==> config.mk <==
export PLATFORM = sky130hd
export DESIGN_NAME = debounce_bank
export DESIGN_NICKNAME = d
export VERILOG_FILES = /design/src/rtl/debounce_bank.sv
export SDC_FILE = /design/constraint.sdc
export NUM_CORES = 1
export LEC_CHECK = 0
export CORE_ASPECT_RATIO = 1.1
export CORE_MARGIN = 4
export CORE_UTILIZATION = 45
export DETAILED_ROUTE_END_ITERATION = 10
export PLACE_DENSITY_LB_ADDON = 0.3
export SLEW_MARGIN = 20
export SYNTH_ARGS = -nofsm -noshare
export SYNTH_HDL_FRONTEND = slang
export SYNTH_SLANG_ARGS = --single-unit
==> constraint.sdc <==
create_clock -name clk -period 5.49 [get_ports clk]
set_input_delay 1.647 -clock clk [delete_from_list [all_inputs] [get_ports clk]]
set_output_delay 1.647 -clock clk [all_outputs]
set_load 0.01 [all_outputs]
==> src/rtl/debounce_bank.sv <==
// Multi-channel push-button conditioner: per-channel synchroniser and stability-window
// debouncer, plus press/release pulses, long-press detection and auto-repeat on a shared tick.
module debounce_bank #(
  parameter int N_BTN        = 4,
  parameter int INTERVAL     = 1000000,
  parameter int TICK_DIV     = 100000,
  parameter int LONG_TICKS   = 1000,
  parameter int REPEAT_TICKS = 200
) (
  input  logic             clk,
  input  logic             rst,
  input  logic [N_BTN-1:0] btn_in,
  output logic [N_BTN-1:0] btn_state,
  output logic [N_BTN-1:0] press_pulse,
  output logic [N_BTN-1:0] release_pulse,
  output logic [N_BTN-1:0] long_held,
  output logic [N_BTN-1:0] long_pulse,
  output logic [N_BTN-1:0] repeat_pulse
);

  localparam int CNT_W  = $clog2(INTERVAL + 1);
  localparam int DIV_W  = $clog2(TICK_DIV);
  localparam int HOLD_W = $clog2(LONG_TICKS + 1);
  localparam int REP_W  = (REPEAT_TICKS > 1) ? $clog2(REPEAT_TICKS) : 1;

  localparam logic [CNT_W-1:0]  CNT_MAX  = CNT_W'(INTERVAL);
  localparam logic [DIV_W-1:0]  DIV_LAST = DIV_W'(TICK_DIV - 1);
  localparam logic [HOLD_W-1:0] HOLD_MAX = HOLD_W'(LONG_TICKS);
  localparam logic [REP_W-1:0]  REP_LAST = REP_W'((REPEAT_TICKS > 0) ? REPEAT_TICKS - 1 : 0);

  logic [N_BTN-1:0]  sync1_q, sync2_q;
  logic [N_BTN-1:0]  samp_q, samp_d;
  logic [N_BTN-1:0]  state_q, state_d;
  logic [N_BTN-1:0]  press_q, release_q;
  logic [N_BTN-1:0]  long_pulse_q, long_pulse_d;
  logic [N_BTN-1:0]  rep_pulse_q, rep_pulse_d;
  logic [N_BTN-1:0]  held;
  logic [CNT_W-1:0]  cnt_q  [N_BTN];
  logic [CNT_W-1:0]  cnt_d  [N_BTN];
  logic [HOLD_W-1:0] hold_q [N_BTN];
  logic [HOLD_W-1:0] hold_d [N_BTN];
  logic [REP_W-1:0]  rep_q  [N_BTN];
  logic [REP_W-1:0]  rep_d  [N_BTN];
  logic [DIV_W-1:0]  div_q, div_d;
  logic              tick;

  always_comb begin
    for (int i = 0; i < N_BTN; i++) begin
      held[i] = (hold_q[i] == HOLD_MAX);
    end
  end

  always_comb begin
    tick  = (div_q == DIV_LAST);
    div_d = tick ? '0 : div_q + DIV_W'(1);
    for (int i = 0; i < N_BTN; i++) begin
      samp_d[i]       = samp_q[i];
      cnt_d[i]        = cnt_q[i];
      state_d[i]      = state_q[i];
      hold_d[i]       = hold_q[i];
      rep_d[i]        = rep_q[i];
      rep_pulse_d[i]  = 1'b0;
      long_pulse_d[i] = 1'b0;

      if (sync2_q[i] != samp_q[i]) begin
        samp_d[i] = sync2_q[i];
        cnt_d[i]  = '0;
      end else if (cnt_q[i] < CNT_MAX) begin
        cnt_d[i] = cnt_q[i] + CNT_W'(1);
      end else begin
        state_d[i] = samp_q[i];
      end

      // Hold/repeat key off the next debounced level so a release on a tick suppresses pulses.
      if (!state_d[i]) begin
        hold_d[i] = '0;
        rep_d[i]  = '0;
      end else begin
        if (tick && !held[i]) begin
          hold_d[i] = hold_q[i] + HOLD_W'(1);
        end
        if (REPEAT_TICKS == 0 || !held[i]) begin
          rep_d[i] = '0;
        end else if (tick) begin
          if (rep_q[i] == REP_LAST) begin
            rep_d[i]       = '0;
            rep_pulse_d[i] = 1'b1;
          end else begin
            rep_d[i] = rep_q[i] + REP_W'(1);
          end
        end
      end
      long_pulse_d[i] = (hold_d[i] == HOLD_MAX) && !held[i];
    end
  end

  always_ff @(posedge clk) begin
    if (rst) begin
      sync1_q      <= '0;
      sync2_q      <= '0;
      samp_q       <= '0;
      state_q      <= '0;
      press_q      <= '0;
      release_q    <= '0;
      long_pulse_q <= '0;
      rep_pulse_q  <= '0;
      div_q        <= '0;
      for (int i = 0; i < N_BTN; i++) begin
        cnt_q[i]  <= '0;
        hold_q[i] <= '0;
        rep_q[i]  <= '0;
      end
    end else begin
      sync1_q      <= btn_in;
      sync2_q      <= sync1_q;
      samp_q       <= samp_d;
      state_q      <= state_d;
      press_q      <= state_d & ~state_q;
      release_q    <= ~state_d & state_q;
      long_pulse_q <= long_pulse_d;
      rep_pulse_q  <= rep_pulse_d;
      div_q        <= div_d;
      for (int i = 0; i < N_BTN; i++) begin
        cnt_q[i]  <= cnt_d[i];
        hold_q[i] <= hold_d[i];
        rep_q[i]  <= rep_d[i];
      end
    end
  end

  assign btn_state     = state_q;
  assign press_pulse   = press_q;
  assign release_pulse = release_q;
  assign long_held     = held;
  assign long_pulse    = long_pulse_q;
  assign repeat_pulse  = rep_pulse_q;

endmodule
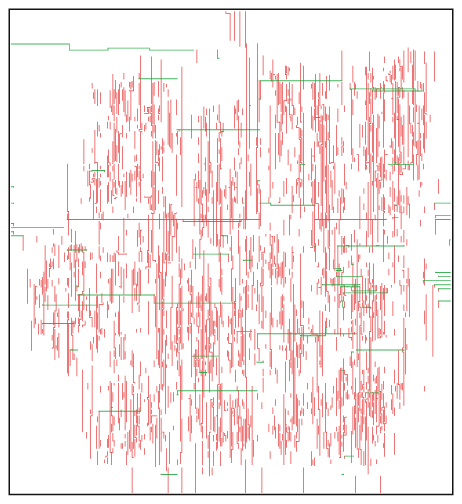
(routed metal, one color a layer)
Drawn at 3 px/um. Two of the layers only.
- red: metal 2 (wire length 9710 um)
- green: metal 3 (wire length 705 um)
Tot GR Track Use: 16.4%
Via Count: 8112

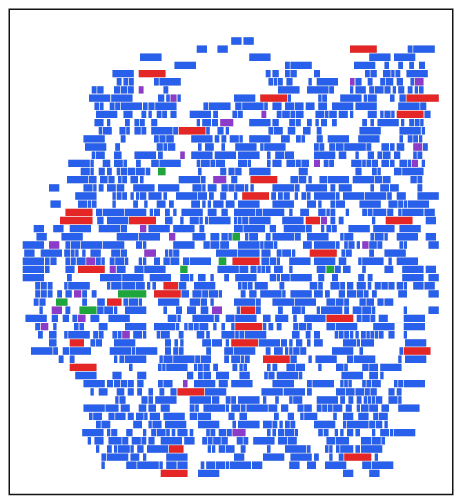
(sizing map)
Drawn at 3 px/um.
- red: _6 and larger (cells 31; share 2.6%)
- green: _3 and _4 cells (cells 8; share 0.68%)
- purple: _2 cells (cells 27; share 2.3%)
- blue: _0 and _1 cells (cells 1104; share 94%)

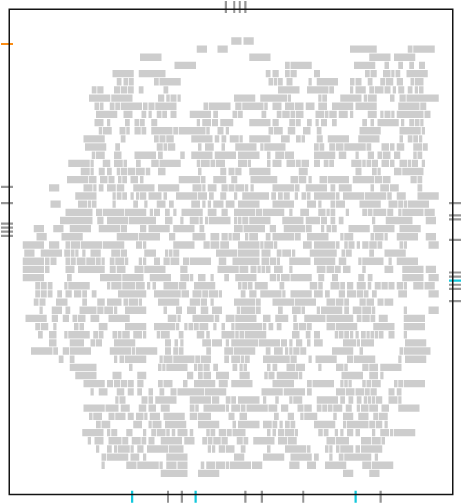
(pin placement)
Drawn at 3 px/um. Pins as bars across the die edge, other pins in gray.
- orange: `clk` (pins 1; direction input; edge left)
- cyan: `long_held` (pins 4; direction output; edge 3 bottom, 1 right)
die x size: 147 um
DIE HEIGHT: 161 um
count of buffers inserted at the top-level ports: 29

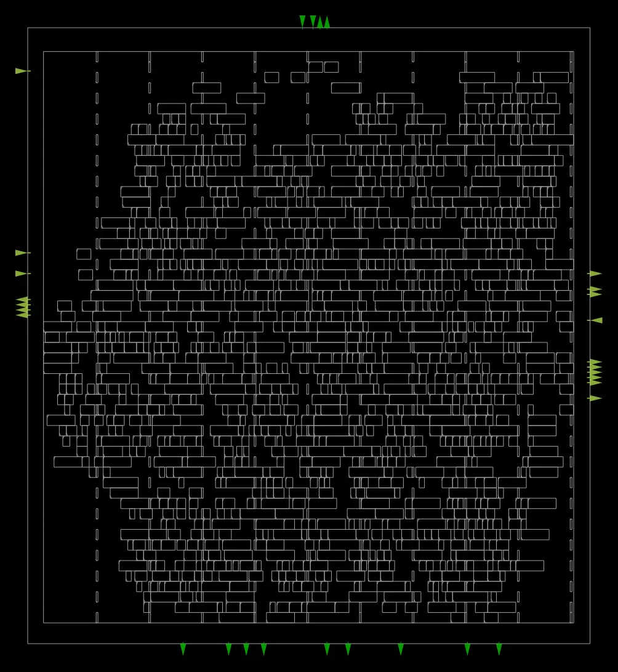
(cell outlines without signal wires)
sequential cell count: 201
Util after Layout: 52.3%
number of placement rows: 55
Tap Cells: 285
sequential fraction of total cell area: 37.0%

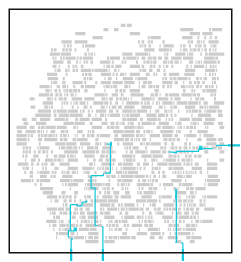
(I/O nets highlighted)
Drawn at 1.5 px/um.
- cyan: `long_held` (bits 4; direction output; edge 3 bottom, 1 right; end cells 4; buffers 4; wire 230 um)
ports placed on the boundary: 30

-- sequential cells by signal, summed over array words and instances, names as in the netlist --
register and cells:
btn_state 4, rep_q 32, sync2_q 4, samp_q 4, cnt_q 80, div_q 17, sync1_q 4, long_pulse 4
release_pulse 4, hold_q 40, repeat_pulse 4, press_pulse 4
-- routing by layer --
metal	track usage [%]	vias to the layer above	wire length (um)
met2	29.0	109	9710
li1	-	4165	-
met5	0	-	0
met4	5.34	0	517
met1	20.6	3800	9200
met3	2.47	38	705
-- stage by stage --
stage,utilization (%),cells,worst slack (ns),cell area [um2]
floorplan,-,1145,2.53,9610
global placement,48.6,1415,1.66,10100
detailed placement,48.6,1415,1.56,10100
CTS,52.2,1455,1.23,10900
global route,52.3,1455,1.07,10900
finish,52.3,1455,1.29,10900
-- cell type report --
class / instances / area [um2]
Clock buffer: 33 / 673
Inverter: 30 / 113
Tap cell: 285 / 357
Fill cell: 1968 / 9920
Multi-Input combinational cell: 865 / 5290
Sequential cell: 201 / 4020
Timing Repair Buffer: 34 / 328
Clock inverter: 7 / 85.1
-- worst paths after layout --
check	from	end	slack [ns]	cells past startpoint
worst min register to register	sync1_q[1]$_SDFF_PP0_	sync2_q[1]$_SDFF_PP0_	0.44	1
worst min-delay path	sync1_q[1]$_SDFF_PP0_	sync2_q[1]$_SDFF_PP0_	0.44	1
worst max register to register	div_q[0]$_SDFF_PP0_	hold_q[0][8]$_SDFF_PP0_	2.80	6
worst max-delay path	hold_q[0][0]$_SDFF_PP0_	long_held[0]	1.29	6
-- power by group through the flow --
stage	registers (mW)	clock network (mW)	logic, mW
3_5_place_dp	1.51	0	0.0529
5_1_grt	1.48	1.62	0.0583
2_1_floorplan	1.51	0	0.0398
4_1_cts	1.48	1.56	0.0528
3_3_place_gp	1.51	0	0.0517
6_report	1.48	1.51	0.0515
==> metrics.cfg <==
[run]
maxCapViolCount=0

[layout]
final_common_cell=sky130_fd_sc_hd__dfxtp_1
lay_top_cells=sky130_fd_sc_hd__dfxtp_1 (201), sky130_fd_sc_hd__nor2_1 (124), sky130_fd_sc_hd__nand2_1 (93)
final_layout_size_suffix_gt1_share_pct=5.64
number_of_diodes_added_for_antenna_fixing=0

[power]
totalPowerFinal_mw=3.04
leakagePower_nw=3.53
reg_power_share_pct=48.7
net_switching_component_of_the_power_uw=614
internal_power_mw=2.43
power_density_relative_to_cell_area_mw_per_mm2=280

[timing]
maxClockFrequency_mhz=238
finalMaxSlewViolations=0
least_margin_pin_slew_ns=1.02
report.final.setup_viol=0
relSlewSlack_pct=31.6

[critical_path]
slowest_delay_ns=0.56
crit_path_max_fanout=14
timing.critical_path.slowest_stage_cell=sky130_fd_sc_hd__clkdlybuf4s50_1
arrival_ns=2.56
worstPathBufferInverterCount=3
timing.critical_path.max_delay_family=buffers and inverters
criticalPathCategory=flop to primary output

[synthesis]
synth-main-ff-cell=sky130_fd_sc_hd__dfxtp_1
synth-edff-count=0
post_synth_xor_area_fraction_pct=8.47
cell_with_the_most_instances_after_synthesis=sky130_fd_sc_hd__dfxtp_1
avgSynthCellArea_um2=8.39
ys_async_sr_fraction_pct=0
syn_inst=1145
mux_contribution_to_synthesized_area_pct=0.729
synth-compound-area-share_pct=13.3
yosysWarnings=0
synth.yosys.chip_area_mm2=0.00961
synth_flop_count=201

[detailed_routing]
detail_route_antenna_nets=0
drt-wirelength-per-cell_um=13.8
route.final.wire_length_um=20100
drtPass1Iterations=5
post_drt_via_cell_ratio=5.58

[status]
run_status=completed

[floorplanning]
core_mm2=0.0208
floorplanUtilization_pct=46.2
die_area_mm2=0.0238

[cts]
cts.root.buffer_cell=sky130_fd_sc_hd__clkbuf_16
cts_setup_buffers=0
clk_transition_reported_paths_ns=0.06
cts_resized=0
cts_made_buffers=23
tritoncts_num_sinks=201
clkLatencyLatePin_ns=0.50
tritoncts=done
h_tree_lvls=1

[place]
gpl.final_weighted_congestion=0.845
dpl.hpwl_um=13800

[grt]
vias_in_the_first_global_route=7337
grt_pass1_wl_um=34000

[hold_path]
hold_path_class=flop to flop

Power figures rest on the tool's default switching activity, not on a simulated workload.
